$ cat src/rtl/elevator_ctrl_n.sv
`default_nettype none
// ============================================================================
// Module   : elevator_ctrl_n
// Purpose  : N-floor elevator car controller. Latches floor calls into a
//            pending register and serves them in SCAN order. Counters time
//            the travel between floors and the door dwell.
// Ports    : clk       - system clock (rising edge)
//            reset     - asynchronous, active-high reset
//            call      - per-floor call request, sampled every cycle
//            hold      - door hold, extends dwell while the door is open
//            floor     - current car floor
//            door_open - high while the door is open
//            moving    - high while the car travels between floors
//            dir_up    - travel direction (1 = up, 0 = down)
//            pending   - latched requests not yet served
// Revision : 1.0 - initial release
// ============================================================================
module elevator_ctrl_n #(
  parameter int N_FLOORS    = 4,
  parameter int FLOOR_W     = 2,
  parameter int MOVE_CYCLES = 2,
  parameter int DOOR_CYCLES = 4
) (
  input  logic                clk,
  input  logic                reset,
  input  logic [N_FLOORS-1:0] call,
  input  logic                hold,
  output logic [FLOOR_W-1:0]  floor,
  output logic                door_open,
  output logic                moving,
  output logic                dir_up,
  output logic [N_FLOORS-1:0] pending
);

  localparam int C_TMAX  = (MOVE_CYCLES > DOOR_CYCLES) ? MOVE_CYCLES : DOOR_CYCLES;
  localparam int C_TMR_W = (C_TMAX > 1) ? $clog2(C_TMAX) : 1;
  localparam int C_PAD   = 2 ** FLOOR_W;
  localparam logic [C_TMR_W-1:0] C_MOVE_LD = C_TMR_W'(MOVE_CYCLES - 1);
  localparam logic [C_TMR_W-1:0] C_DOOR_LD = C_TMR_W'(DOOR_CYCLES - 1);

  typedef enum logic [1:0] {
    S_IDLE = 2'd0,
    S_MOVE = 2'd1,
    S_DOOR = 2'd2
  } state_t;

  state_t              r_state;
  logic [C_TMR_W-1:0]  r_timer;
  logic [FLOOR_W-1:0]  r_floor;
  logic                r_door_open;
  logic                r_moving;
  logic                r_dir_up;
  logic [N_FLOORS-1:0] r_pending;

  logic [FLOOR_W-1:0]  w_floor_nx;   // floor the car reaches at the end of this hop
  logic [C_PAD-1:0]    w_pend_pad;   // pending widened to the full floor index range
  logic [C_PAD-1:0]    w_call_pad;
  logic [C_PAD-1:0]    w_clr_pad;
  logic                w_above;
  logic                w_below;
  logic                w_ahead_nx;   // requests beyond the next floor in the travel direction
  logic                w_here;
  logic                w_arrive_stop;
  logic                w_call_here;

  always_comb begin
    w_pend_pad                 = '0;
    w_pend_pad[N_FLOORS-1:0]   = r_pending;
    w_call_pad                 = '0;
    w_call_pad[N_FLOORS-1:0]   = call;
    w_floor_nx = r_dir_up ? (r_floor + FLOOR_W'(1)) : (r_floor - FLOOR_W'(1));
    w_above    = 1'b0;
    w_below    = 1'b0;
    w_ahead_nx = 1'b0;
    for (int i = 0; i < N_FLOORS; i++) begin
      if (r_pending[i]) begin
        if (i > int'(r_floor)) w_above = 1'b1;
        if (i < int'(r_floor)) w_below = 1'b1;
        if (r_dir_up ? (i > int'(w_floor_nx)) : (i < int'(w_floor_nx))) w_ahead_nx = 1'b1;
      end
    end
    w_here        = w_pend_pad[r_floor];
    w_arrive_stop = w_pend_pad[w_floor_nx];
    w_call_here   = w_call_pad[r_floor];

    // The request being served is cleared while the door is open and at the
    // very edge the door opens, so a call for that floor is never retained.
    w_clr_pad = '0;
    if (r_state == S_DOOR || (r_state == S_IDLE && w_here)) begin
      w_clr_pad[r_floor] = 1'b1;
    end else if (r_state == S_MOVE && r_timer == '0 && w_arrive_stop) begin
      w_clr_pad[w_floor_nx] = 1'b1;
    end
  end

  always_ff @(posedge clk or posedge reset) begin
    if (reset) begin
      r_state     <= S_IDLE;
      r_timer     <= '0;
      r_floor     <= '0;
      r_door_open <= 1'b0;
      r_moving    <= 1'b0;
      r_dir_up    <= 1'b1;
      r_pending   <= '0;
    end else begin
      r_pending <= (r_pending | call) & ~w_clr_pad[N_FLOORS-1:0];
      case (r_state)
        S_IDLE: begin
          if (w_here) begin
            r_state     <= S_DOOR;
            r_timer     <= C_DOOR_LD;
            r_door_open <= 1'b1;
          end else if ((r_dir_up && w_above) || (!r_dir_up && w_below)) begin
            // keep the current direction while work remains ahead
            r_state  <= S_MOVE;
            r_timer  <= C_MOVE_LD;
            r_moving <= 1'b1;
          end else if (w_above || w_below) begin
            // nothing ahead: reverse towards the remaining requests
            r_state  <= S_MOVE;
            r_timer  <= C_MOVE_LD;
            r_moving <= 1'b1;
            r_dir_up <= w_above;
          end
        end
        S_MOVE: begin
          if (r_timer != '0) begin
            r_timer <= r_timer - C_TMR_W'(1);
          end else begin
            r_floor <= w_floor_nx;
            if (w_arrive_stop) begin
              r_state     <= S_DOOR;
              r_timer     <= C_DOOR_LD;
              r_door_open <= 1'b1;
              r_moving    <= 1'b0;
            end else if (w_ahead_nx) begin
              r_timer <= C_MOVE_LD;
            end else begin
              r_state  <= S_IDLE;
              r_moving <= 1'b0;
            end
          end
        end
        S_DOOR: begin
          if (hold || w_call_here) begin
            r_timer <= C_DOOR_LD;
          end else if (r_timer != '0) begin
            r_timer <= r_timer - C_TMR_W'(1);
          end else begin
            r_state     <= S_IDLE;
            r_door_open <= 1'b0;
          end
        end
        default: begin
          r_state     <= S_IDLE;
          r_door_open <= 1'b0;
          r_moving    <= 1'b0;
        end
      endcase
    end
  end

  assign floor     = r_floor;
  assign door_open = r_door_open;
  assign moving    = r_moving;
  assign dir_up    = r_dir_up;
  assign pending   = r_pending;

endmodule
`default_nettype wire

$ cat config.mk
export PLATFORM = sky130hd
export DESIGN_NAME = elevator_ctrl_n
export DESIGN_NICKNAME = d
export VERILOG_FILES = /design/src/rtl/elevator_ctrl_n.sv
export SDC_FILE = /design/constraint.sdc
export NUM_CORES = 1
export LEC_CHECK = 0
export CORE_MARGIN = 1.5
export CORE_UTILIZATION = 45
export CTS_BUF_LIST = sky130_fd_sc_hd__clkbuf_16
export DETAILED_ROUTE_END_ITERATION = 7
export GPL_TIMING_DRIVEN = 0
export HOLD_SLACK_MARGIN = 0.1
export PLACE_DENSITY = 0.69
export SYNTH_ARGS = -nofsm -noshare
export SYNTH_HDL_FRONTEND = slang
export SYNTH_SLANG_ARGS = --single-unit
$ cat constraint.sdc
create_clock -name clk -period 6.45 [get_ports clk]
set_input_delay 1.29 -clock clk [delete_from_list [all_inputs] [get_ports clk]]
set_output_delay 1.29 -clock clk [all_outputs]
set_load 0.02 [all_outputs]
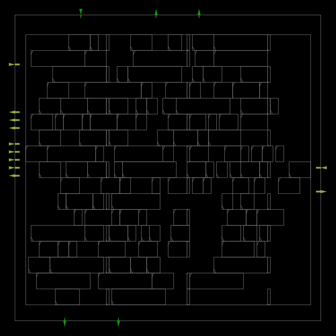
(cell placement)
flop count: 13
fraction of area in registers: 0.240
core footprint: 2250 µm²
Filler Cell Count: 188

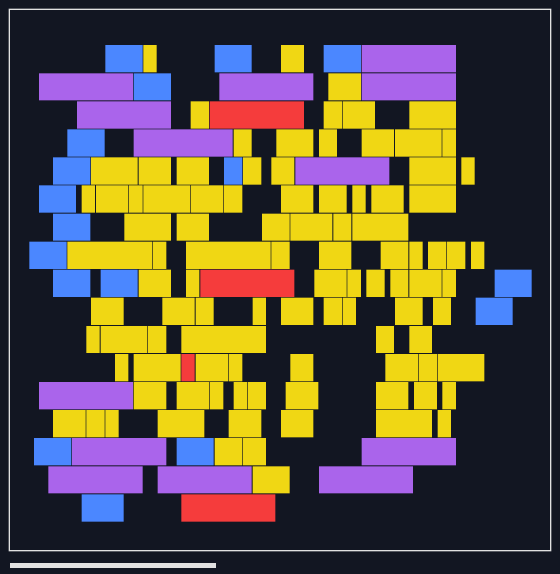
(placement by cell class)
The bar under the picture is 20 µm long.
[yellow] remaining logic cells | cells: 98 | share of their area: 57%
[blue] remaining buffers and delay cells | cells: 17 | share of their area: 13%
[red] clock drivers and dummy loads | cells: 4 | share of their area: 6.0%
[purple] sequential cells | cells: 13 | share of their area: 25%

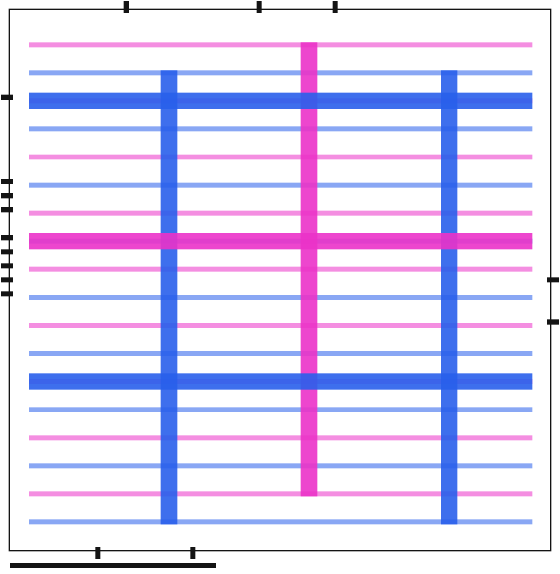
(PDN straps and rails)
The bar under the picture is 20 µm long. Pins as bars on the die edge.
[blue] VSS
[magenta] VDD
met4 straps: 3
signal pins: 16

==> run summary <==
status = complete, no violations
# Max-Cap Violations = 0
Ys Warns = 0
Die X = 52.3 µm
endpoints failing setup = 0
initial antenna violation count = 0
Cell area leaders = dfrtp_1, ha_1, mux4_2
Max-slew headroom = 0.490
TNS Setup = 0 ns
CP Class = in2reg
Core Util at FP = 0.486
Die Area = 2740 µm²
Floorplan Nets = 131
routability cong. = 0.885
Clock Pin Slew Worst Setup and Hold Paths = 0.04 ns
Final Instance Count excl. Fillers = 160
cell type with the largest total area = dfrtp_1
worst path buffer plus inverter count = 1
slowest stage delay, CP = 0.52 ns
crit-path cells = clkdlybuf4s50_1 -> mux4_2 -> o21ai_1 -> o21ai_0 -> a211oi_1 -> a2bb2oi_1
per-cell routed wire length = 15.5 µm
chip height = 52.3 µm
PwrDens = 601 nW/µm²
Least-Margin Pin Slew = 0.766 ns
gate family responsible for the most delay along the worst path = AND-OR/OR-AND gates
clk latency late pin = 0.24 ns
Tot GR Track Use = 0.223
leakage power = 0.597 nW
CP Depth = 6
R2R depth = 8
diode count = 0
reg-to-reg startpoint = floor[0]
H-tree Lvls = 1
r2r endpoint = moving
DRT Wirelength = 2.48 mm
CTS tree = built
synthesized flop and latch total = 13
dominant register cell = dfrtp_1
vias = 955
setup ws final = 3.49 ns
CTS Hold Bufs = 0
dpl cells = 156
Area growth syn-to-layout = 24.1%
post-CTS sizing = 0
Post-synth EDFFs = 0
WP data arrival = 3.12 ns
endpoint class of the critical path = flip-flop
maximum clock rate = 338 MHz
total CTS buffers = 3
number of cells in Yosys stat = 113
Cell Area, Placed = 1280 µm²
buffers added on ports = 15
top area contributor share = 0.274
global-route wire length before repair = 4.38 mm
share of cells above drive strength 1 = 0.114
Clk Tree Root Cell = clkbuf_16
Clock Skew = 0.00139 ns
Tool Warnings = 34
hold crit path type = reg2reg
R2R Setup Slk = 3.99 ns
HPWL after DPL = 1.94 mm
Final nets = 151
Syn Inst Count = 113
fin crit share = 0.459
1st-iter DRT viols = 18
Async SR Flop Fraction = 1.00
DRT antenna net count = 0
crit path time final = 2.96 ns
CP endpoint = r_state[1]
most frequent logic cell in the layout = clkdlybuf4s50_1
largest net degree at the start of global routing = 14
worst-path fanout max = 5
post-synth cell types = 37
Final Max Tran Viols = 0
Top cells excl fill/tap = clkdlybuf4s50_1, dfrtp_1, inv_1, ha_1
Worst Setup Start Kind = input pin
DRC = 0
RSZ-0062 raised after global routing = no
Placement Setup Slack = 3.25 ns
routed vias/inst = 5.97
Critical Path Source = call[3]
vias in the first global route = 962
Synth Area per Inst = 9.69 µm²
Post-synth seq share = 0.298
grt ovf = 0
Core Rows = 17
final instance area = 1360 µm²
yosys stat chip area = 1090 µm²
DR pass1 iterations = 4
Clock Path Buffers = 2
Setup Fix Bufs, Post-CTS = 0
Boundary Pins = 16
Cell Area, Synth = 1090 µm²
Worst Path Required = 6.62 ns
Fin. Hold Viols = 0
VDD IR max = 344 µV
Slowest cell on crit path = mux4_2
clock sinks = 13
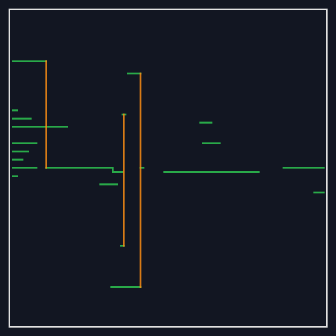
(signal wires by layer)
Two of the layers only.
[green] M3 | wire length: 83.0 µm
[orange] M4 | wire length: 74.8 µm

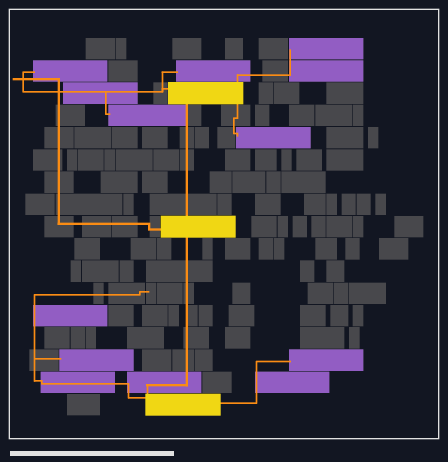
(clock wires, drivers and flops)
The bar under the picture is 20 µm long.
[orange] clock wires | length: 206 µm
[yellow] clock-net drivers | count: 3
[purple] flip-flops | count: 13
routed clock nets: 4

through the flow:
step	total power, mW	hold slack, ns	util
CTS	0.822	0.511	0.603
finish	0.817	0.508	0.603
global route	0.890	0.521	0.603
floorplan	0.564	0.482	-
detailed placement	0.703	0.501	0.568
global placement	0.694	0.484	0.568
final cells by class:
type | instances | area [µm²] | share of cell area
multi-input cells | 87 | 706 | 0.519
flip-flops and latches | 13 | 327 | 0.240
repair buffers | 15 | 150 | 0.110
clock buffers | 3 | 75.1 | 0.0552
inverters | 11 | 46.3 | 0.0341
well taps | 28 | 35.0 | 0.0258
plain buffers | 2 | 16.3 | 0.0120
clock inverters | 1 | 3.75 | 0.00276
where the power goes:
part	total, mW	switching [mW]	internal, mW	leakage (nW)
registers	0.166	0.0464	0.120	0.147
clock network	0.115	0.0336	0.0817	0.0423
logic	0.535	0.283	0.252	0.408
cell usage after synthesis (all sizes together) (3+ instances only):
cell / number
a2bb2oi: 3
o21ai: 7
nand2: 5
mux4: 3
a221oi: 7
nor3: 6
a22o: 3
and3: 3
a21oi: 6
nand2b: 3
dfrtp: 12
ha: 11
nor2: 8
o31a: 3
inv: 11
how the worst min path moves through the flow:
stage	to	slack, ns	start	cells after the start
global route	door_open	0.52	door_open	1
detailed placement	door_open	0.50	door_open	1
finish	door_open	0.51	door_open	1
CTS	door_open	0.51	door_open	1
global placement	moving	0.48	moving	1
floorplan	r_timer[1]	0.48	r_timer[1]	1
cells by family (layout without fill, tap and decap cells):
group,count (synthesis),in the layout,share of synthesized area
AOI/OAI and AO/OA,37,37,0.256
xor gates and xnor gates,3,3,0.0240
adders and majority gates,11,11,0.126
buffers and inverters,13,32,0.0571
DFF,13,13,0.298
muxes,4,4,0.0754
and+or+nand+nor,32,32,0.163
registers in the layout (all words and copies together) (netlist names):
name and flops:
pending 4, floor 2, r_state 2, r_timer 2, dir_up 1, door_open 1
moving 1
routing by layer:
layer | up-vias | share of wire | global-route usage
met3 | 7 | 0.033 | 0.0371
met5 | - | 0 | 0
li1 | 467 | - | -
met1 | 456 | 0.45 | 0.271
met4 | 0 | 0.030 | 0.145
met2 | 25 | 0.49 | 0.363
worst register-to-register path: cells and delay by family (launching register included):
kind	cells	cell delay (ns)
mux	1	0.41
fa+ha+maj	1	0.34
compound gates	2	0.44
buf+inv	2	0.26
flops	1	0.45
xor+xnor	1	0.23
simple gates	1	0.21
No activity file was given, so power comes from the tool's default toggle rates.
